File: src/rtl/fifo_pkg.sv
// Shared FIFO definitions: read-mode encodings and
// the pointer-width helper used by the FIFO and its interface.
package fifo_pkg;

  localparam int FIFO_MODE_STD  = 0;
  localparam int FIFO_MODE_FWFT = 1;

  function automatic int clog2(input int n);
    int r;
    r = 0;
    while ((1 << r) < n) r++;
    return r;
  endfunction

endpackage

File: src/rtl/param_sync_fifo_if.sv
// Handshake bundle for param_sync_fifo: write/read
// requests, data and status flags.
interface param_sync_fifo_if
  import fifo_pkg::*;
#(
  parameter int WIDTH = 8,
  parameter int DEPTH = 16
) ();

  localparam int CW = clog2(DEPTH) + 1;

  logic             clear;
  logic             wr_en;
  logic [WIDTH-1:0] wdata;
  logic             rd_en;
  logic [WIDTH-1:0] rdata;
  logic             full;
  logic             empty;
  logic             almost_full;
  logic             almost_empty;
  logic [CW-1:0]    count;
  logic             overflow;
  logic             underflow;

  modport master (
    output clear, wr_en, wdata, rd_en,
    input  rdata, full, empty,
    input  almost_full, almost_empty,
    input  count, overflow, underflow
  );

  modport slave (
    input  clear, wr_en, wdata, rd_en,
    output rdata, full, empty,
    output almost_full, almost_empty,
    output count, overflow, underflow
  );

endinterface

File: src/rtl/fifo_mem.sv
// FIFO storage: register array with synchronous
// write and asynchronous read; never reset.
module fifo_mem #(
  parameter int WIDTH = 8,
  parameter int DEPTH = 16,
  parameter int AW    = 4
) (
  input  logic             clk,
  input  logic             i_we,
  input  logic [AW-1:0]    i_waddr,
  input  logic [WIDTH-1:0] i_wdata,
  input  logic [AW-1:0]    i_raddr,
  output logic [WIDTH-1:0] o_rdata
);

  logic [WIDTH-1:0] r_mem [DEPTH];

  always_ff @(posedge clk) begin
    if (i_we) r_mem[i_waddr] <= i_wdata;
  end

  assign o_rdata = r_mem[i_raddr];

endmodule

File: src/rtl/param_sync_fifo.sv
// Parameterised synchronous FIFO with threshold flags,
// error pulses and standard or fall-through read mode.
module param_sync_fifo
  import fifo_pkg::*;
#(
  parameter int WIDTH     = 8,
  parameter int DEPTH     = 16,
  parameter int AF_THRESH = DEPTH - 2,
  parameter int AE_THRESH = 2,
  parameter int FWFT      = FIFO_MODE_STD
) (
  input  logic clk,
  input  logic rst,
  param_sync_fifo_if.slave bus
);

  localparam int PTR_WIDTH = clog2(DEPTH);
  localparam int CW        = PTR_WIDTH + 1;

  if (DEPTH < 4 || (DEPTH & (DEPTH - 1)) != 0) begin : g_bad_depth
    $fatal(1, "param_sync_fifo: DEPTH must be a power of two >= 4");
  end
  if (AF_THRESH < 0 || AF_THRESH > DEPTH) begin : g_bad_af
    $fatal(1, "param_sync_fifo: AF_THRESH out of range");
  end
  if (AE_THRESH < 0 || AE_THRESH > DEPTH) begin : g_bad_ae
    $fatal(1, "param_sync_fifo: AE_THRESH out of range");
  end
  if (WIDTH < 1) begin : g_bad_width
    $fatal(1, "param_sync_fifo: WIDTH must be >= 1");
  end

  logic [PTR_WIDTH-1:0] r_wr_ptr;
  logic [PTR_WIDTH-1:0] r_rd_ptr;
  logic [CW-1:0]        r_count;
  logic                 r_ovf;
  logic                 r_unf;
  logic                 w_full;
  logic                 w_empty;
  logic                 w_wr_acc;
  logic                 w_rd_acc;
  logic [WIDTH-1:0]     w_mem_rd;

  assign w_full   = (r_count == CW'(DEPTH));
  assign w_empty  = (r_count == '0);
  // clear wins over both requests in the same cycle
  assign w_wr_acc = bus.wr_en & ~w_full & ~bus.clear;
  assign w_rd_acc = bus.rd_en & ~w_empty & ~bus.clear;

  always_ff @(posedge clk or negedge rst) begin
    if (!rst) begin
      r_wr_ptr <= '0;
      r_rd_ptr <= '0;
      r_count  <= '0;
      r_ovf    <= 1'b0;
      r_unf    <= 1'b0;
    end else if (bus.clear) begin
      r_wr_ptr <= '0;
      r_rd_ptr <= '0;
      r_count  <= '0;
      r_ovf    <= 1'b0;
      r_unf    <= 1'b0;
    end else begin
      if (w_wr_acc) r_wr_ptr <= r_wr_ptr + 1'b1;
      if (w_rd_acc) r_rd_ptr <= r_rd_ptr + 1'b1;
      unique case (1'b1)
        w_wr_acc & ~w_rd_acc: r_count <= r_count + 1'b1;
        w_rd_acc & ~w_wr_acc: r_count <= r_count - 1'b1;
        default: ;
      endcase
      r_ovf <= bus.wr_en & w_full;
      r_unf <= bus.rd_en & w_empty;
    end
  end

  fifo_mem #(
    .WIDTH (WIDTH),
    .DEPTH (DEPTH),
    .AW    (PTR_WIDTH)
  ) u_mem (
    .clk     (clk),
    .i_we    (w_wr_acc),
    .i_waddr (r_wr_ptr),
    .i_wdata (bus.wdata),
    .i_raddr (r_rd_ptr),
    .o_rdata (w_mem_rd)
  );

  if (FWFT == FIFO_MODE_FWFT) begin : g_fwft
    logic [WIDTH-1:0] r_head;
    // last visible head is held so rdata stays stable once drained
    always_ff @(posedge clk or negedge rst) begin
      if (!rst)          r_head <= '0;
      else if (!w_empty) r_head <= w_mem_rd;
    end
    assign bus.rdata = w_empty ? r_head : w_mem_rd;
  end else begin : g_std
    logic [WIDTH-1:0] r_rdata;
    always_ff @(posedge clk or negedge rst) begin
      if (!rst)          r_rdata <= '0;
      else if (w_rd_acc) r_rdata <= w_mem_rd;
    end
    assign bus.rdata = r_rdata;
  end

  assign bus.full         = w_full;
  assign bus.empty        = w_empty;
  assign bus.almost_full  = (r_count >= CW'(AF_THRESH));
  assign bus.almost_empty = (r_count <= CW'(AE_THRESH));
  assign bus.count        = r_count;
  assign bus.overflow     = r_ovf;
  assign bus.underflow    = r_unf;

endmodule

File: src/flat_wrapper.sv
// flat-port wrapper written by rule: the top's interface ports become plain ports
module param_sync_fifo_flat import fifo_pkg::*;
#(
  parameter int WIDTH     = 8,
  parameter int DEPTH     = 16,
  parameter int AF_THRESH = DEPTH - 2,
  parameter int AE_THRESH = 2,
  parameter int FWFT      = FIFO_MODE_STD
)
  (clk, rst, bus_clear, bus_wr_en, bus_wdata, bus_rd_en, bus_rdata, bus_full, bus_empty, bus_almost_full, bus_almost_empty, bus_count, bus_overflow, bus_underflow);
  param_sync_fifo_if #(.WIDTH(WIDTH), .DEPTH(DEPTH)) bus_i ();
  input  logic clk;
  input  logic rst;
  input wire logic [$bits(bus_i.clear)-1:0] bus_clear;
  input wire logic [$bits(bus_i.wr_en)-1:0] bus_wr_en;
  input wire logic [$bits(bus_i.wdata)-1:0] bus_wdata;
  input wire logic [$bits(bus_i.rd_en)-1:0] bus_rd_en;
  output wire logic [$bits(bus_i.rdata)-1:0] bus_rdata;
  output wire logic [$bits(bus_i.full)-1:0] bus_full;
  output wire logic [$bits(bus_i.empty)-1:0] bus_empty;
  output wire logic [$bits(bus_i.almost_full)-1:0] bus_almost_full;
  output wire logic [$bits(bus_i.almost_empty)-1:0] bus_almost_empty;
  output wire logic [$bits(bus_i.count)-1:0] bus_count;
  output wire logic [$bits(bus_i.overflow)-1:0] bus_overflow;
  output wire logic [$bits(bus_i.underflow)-1:0] bus_underflow;
  assign bus_i.clear = bus_clear;
  assign bus_i.wr_en = bus_wr_en;
  assign bus_i.wdata = bus_wdata;
  assign bus_i.rd_en = bus_rd_en;
  assign bus_rdata = bus_i.rdata;
  assign bus_full = bus_i.full;
  assign bus_empty = bus_i.empty;
  assign bus_almost_full = bus_i.almost_full;
  assign bus_almost_empty = bus_i.almost_empty;
  assign bus_count = bus_i.count;
  assign bus_overflow = bus_i.overflow;
  assign bus_underflow = bus_i.underflow;
  param_sync_fifo #(.WIDTH(WIDTH), .DEPTH(DEPTH), .AF_THRESH(AF_THRESH), .AE_THRESH(AE_THRESH), .FWFT(FWFT)) u_core (.clk(clk), .rst(rst), .bus(bus_i));
endmodule
File: config.mk
export PLATFORM = sky130hd
export DESIGN_NAME = param_sync_fifo_flat
export DESIGN_NICKNAME = d
export VERILOG_FILES = /design/src/rtl/fifo_pkg.sv /design/src/rtl/param_sync_fifo_if.sv /design/src/rtl/fifo_mem.sv /design/src/rtl/param_sync_fifo.sv /design/src/flat_wrapper.sv
export SDC_FILE = /design/constraint.sdc
export NUM_CORES = 1
export LEC_CHECK = 0
export ABC_AREA = 1
export CAP_MARGIN = 5
export CELL_PAD_IN_SITES_DETAIL_PLACEMENT = 1
export CELL_PAD_IN_SITES_GLOBAL_PLACEMENT = 2
export CORE_MARGIN = 2
export CORE_UTILIZATION = 35
export CTS_CLUSTER_SIZE = 12
export DETAILED_ROUTE_END_ITERATION = 12
export PLACE_DENSITY = 0.7
export SLEW_MARGIN = 25
export SYNTH_ARGS = -nofsm -noshare
export SYNTH_HDL_FRONTEND = slang
export SYNTH_SLANG_ARGS = --single-unit
File: constraint.sdc
create_clock -name clk -period 4.1 [get_ports clk]
set_input_delay 1.025 -clock clk [delete_from_list [all_inputs] [get_ports clk]]
set_output_delay 1.025 -clock clk [all_outputs]
set_load 0.02 [all_outputs]
Fig. 1: congestion heat map
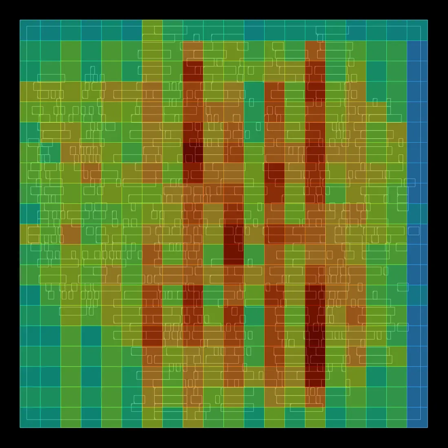
final core utilization: 0.4168
total track usage: 0.1861

Fig. 2: pin map
Pins as bars across the die edge, other pins in grey.
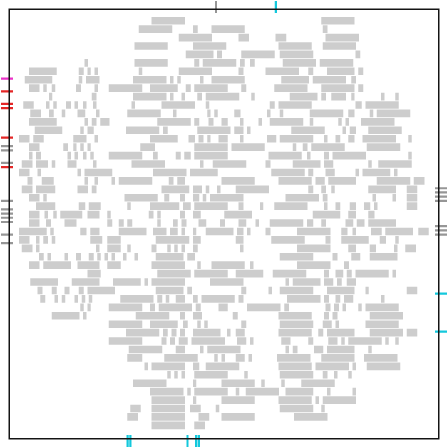
Key: red = bus_count [pins 5, direction output, edge left]; cyan = bus_wdata [pins 8, direction input, edge 5 bottom, 2 right, 1 top]; magenta = clk [pins 1, direction input, edge left]
width of the chip: 138.1 um
Port Buffer Count: 31
chip height: 138.1 um

Fig. 3: metal 4
Cells faint in the background.
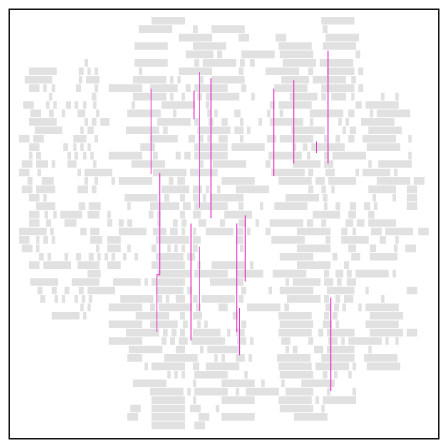
The layer carries 429 um of wire. The wires run mostly vertical. 11 nets have wire on it.
via count: 4153
WL final: 17390 um

kinds of logic (layout without fill, tap and decap cells):
family,count (synthesis),count (layout),synth area share
AOI/OAI and AO/OA,127,127,0.1217
buffers and inverters,51,92,0.03559
xor gates and xnor gates,2,2,0.002784
adders and majority gates,7,7,0.01392
DFF,151,151,0.7022
and+or+nand+nor,169,169,0.1239
worst register-to-register path, cell delays in order (launching register included):
cell                       delay, ns
sky130_fd_sc_hd__dfrtp_2        0.37
sky130_fd_sc_hd__clkinv_2       0.62
sky130_fd_sc_hd__o21ai_0        0.62
sky130_fd_sc_hd__o221ai_1       0.24
sky130_fd_sc_hd__nand3_1        0.20
sky130_fd_sc_hd__a31oi_1        0.10
power by group:
| group | switching [mW] | leakage [nW] | total (mW) | internal [mW] |
|---|---|---|---|---|
| Sequential | 0.0883 | 1.44 | 1.85 | 1.76 |
| Clock | 0.591 | 0.301 | 1.59 | 0.995 |
| Combinational | 0.821 | 0.810 | 1.24 | 0.418 |
cell type report:
class	instances	area [um^2]	share of cell area
inverter	25	102.6	0.01384
sequential	151	4420	0.5965
timing repair buffer	35	340.3	0.04592
clock inverter	4	50.05	0.006753
tap	229	286.5	0.03866
multi-input combinational	305	1650	0.2227
clock buffer	28	560.5	0.07564
routing by layer:
metal	global-route usage	wire length (um)	vias up
li1	-	-	1910
met1	0.2367	7572	2071
met2	0.3111	8664	137
met3	0.04434	727	35
met4	0.06928	428	0
met5	0	0	-
sequential cells by signal, summed over array words and instances, names as in the netlist:
name and flops:
u_core.bus.underflow 1, u_core.r_rd_ptr 4, u_core.bus.rdata 8, u_core.r_wr_ptr 4, u_core.bus.count 5, u_core.u_mem.r_mem 128
u_core.bus.overflow 1
==> qor.log <==
INFO  clock_tree     tritoncts_num_sinks=151
INFO  finish         nNetsFinal=555
INFO  clock_tree     ctsHtreeMaxLevel=4
INFO  power_and_ir_drop worst_ir_drop_vdd=407.1uV
INFO  finish         layout-area-overhead-vs-synth=17.75%
INFO  synthesis      netlist.area_leader.share=0.6107
INFO  worst_hold_path worst_hold_path_endpoint=u_core.bus.rdata[1]$_DFFE_PN0P_
INFO  synthesis      netlist_instances=507
INFO  clock_tree     clockBufferDepth=2
INFO  synthesis      mappedNetlistNets=527
INFO  detailed_routing drc_errors=0
INFO  synthesis      synth_top_cell_by_count=sky130_fd_sc_hd__edfxtp_1
INFO  power_and_ir_drop power.leakage=2.551nW
INFO  setup_path     cp_data_required_time=3.07ns
INFO  placement      placed_cells_incl_taps=745
INFO  setup_path     worst-path-stages=4
INFO  placement      detailedPlacementHpwl=11350um
INFO  floorplanning  die_area=19070um^2
INFO  power_and_ir_drop p_per_area=630.5nW/um^2
INFO  synthesis      ys_top_cells_by_area=sky130_fd_sc_hd__edfxtp_1, sky130_fd_sc_hd__dfrtp_1, sky130_fd_sc_hd__nor2_1, sky130_fd_sc_hd__o21ai_0, sky130_fd_sc_hd__o221ai_1
INFO  grt            maximum_number_of_pins_on_one_net_before_global_route_repair=67
INFO  setup_path     crit-reg2reg-launch=u_core.r_rd_ptr[0]$_DFFE_PN0P_
INFO  synthesis      syn-cell-area=6294um^2
INFO  finish         layout-drive-gt1-share=0.08942
INFO  final_timing   final_hold_viol_count=0
INFO  detailed_routing count_of_antenna_violating_nets_left_after_detailed_routing=0
INFO  finish         final_design_area_no_fill=7411um^2
INFO  floorplanning  rows=49
INFO  setup_path     slowest_delay=0.60ns
INFO  power_and_ir_drop finalPower=4.672mW
INFO  synthesis      synth_area_per_cell=12.41um^2
INFO  final_timing   maxClockFrequency=336.8MHz
INFO  clock_tree     clkLatencyLatePin=0.43ns
INFO  setup_path     setup_crit_path_kind=register to output port
INFO  placement      dpl_worst_slack=0.7650ns
INFO  clock_tree     tritoncts_buffer_count=17
INFO  status         run_status=finished, final reports clean
INFO  detailed_routing post_drt_wl_per_cell=22.38um
INFO  placement      placed_area=6799um^2
INFO  setup_path     worst_setup_path_startpoint=u_core.bus.count[2]$_DFFE_PN0P_
INFO  final_timing   slew_headroom=0.3404
INFO  setup_path     cp-start-kind=register
INFO  grt            grt.overflow.total=0
INFO  synthesis      synth.distinct_cells=34
INFO  floorplanning  fp_util=0.3540
INFO  final_timing   finalHoldWorstSlack=0.5457ns
INFO  clock_tree     cts_root_buf=sky130_fd_sc_hd__clkbuf_16
INFO  run            stage_log_warnings=29
INFO  run            cap_viol_max_count=0
INFO  synthesis      netlist.top_cell.by_area=sky130_fd_sc_hd__edfxtp_1
INFO  placement      finalWeightedCongestion=0.8336
INFO  grt            wire_length_of_the_first_global_routing_pass=26230um
INFO  synthesis      synth_top_flop_cell=sky130_fd_sc_hd__edfxtp_1
INFO  setup_path     worstPathArrival=1.94ns
INFO  clock_tree     clkTransAtPathRegs=0.06ns
INFO  setup_path     critical_path.endpoint=bus_full
INFO  finish         layout_top_cell=sky130_fd_sc_hd__edfxtp_1
INFO  finish         antenna_cells=0
INFO  final_timing   maxSlewViolCount=0
INFO  setup_path     critical-path-slowest-cell=sky130_fd_sc_hd__clkdlybuf4s50_1
INFO  final_timing   setup_viol_count_final=0
INFO  detailed_routing drt-pass1-iter-count=5
INFO  worst_hold_path min-delay-start=u_core.bus.rdata[1]$_DFFE_PN0P_
INFO  setup_path     category_of_the_worst_setup_path_capture_point=output port
INFO  finish         final_cells=777
INFO  synthesis      ys_async_sr_fraction=0.1523
INFO  final_timing   worst_slew_pin_slew=0.9863ns
INFO  final_timing   grt_setup_unrepaired=false
INFO  floorplanning  pin_count=32
INFO  clock_tree     clock_tree_from_tritoncts=done
INFO  finish         fillerInstances=1878
INFO  worst_hold_path min_path_cells=2
INFO  synthesis      synth_flops=151
INFO  worst_hold_path worstHoldPathType=register to register
INFO  synthesis      netlist_top_cells_count=sky130_fd_sc_hd__edfxtp_1, sky130_fd_sc_hd__nor2_1, sky130_fd_sc_hd__o21ai_0
Power and IR drop assume default switching activity.
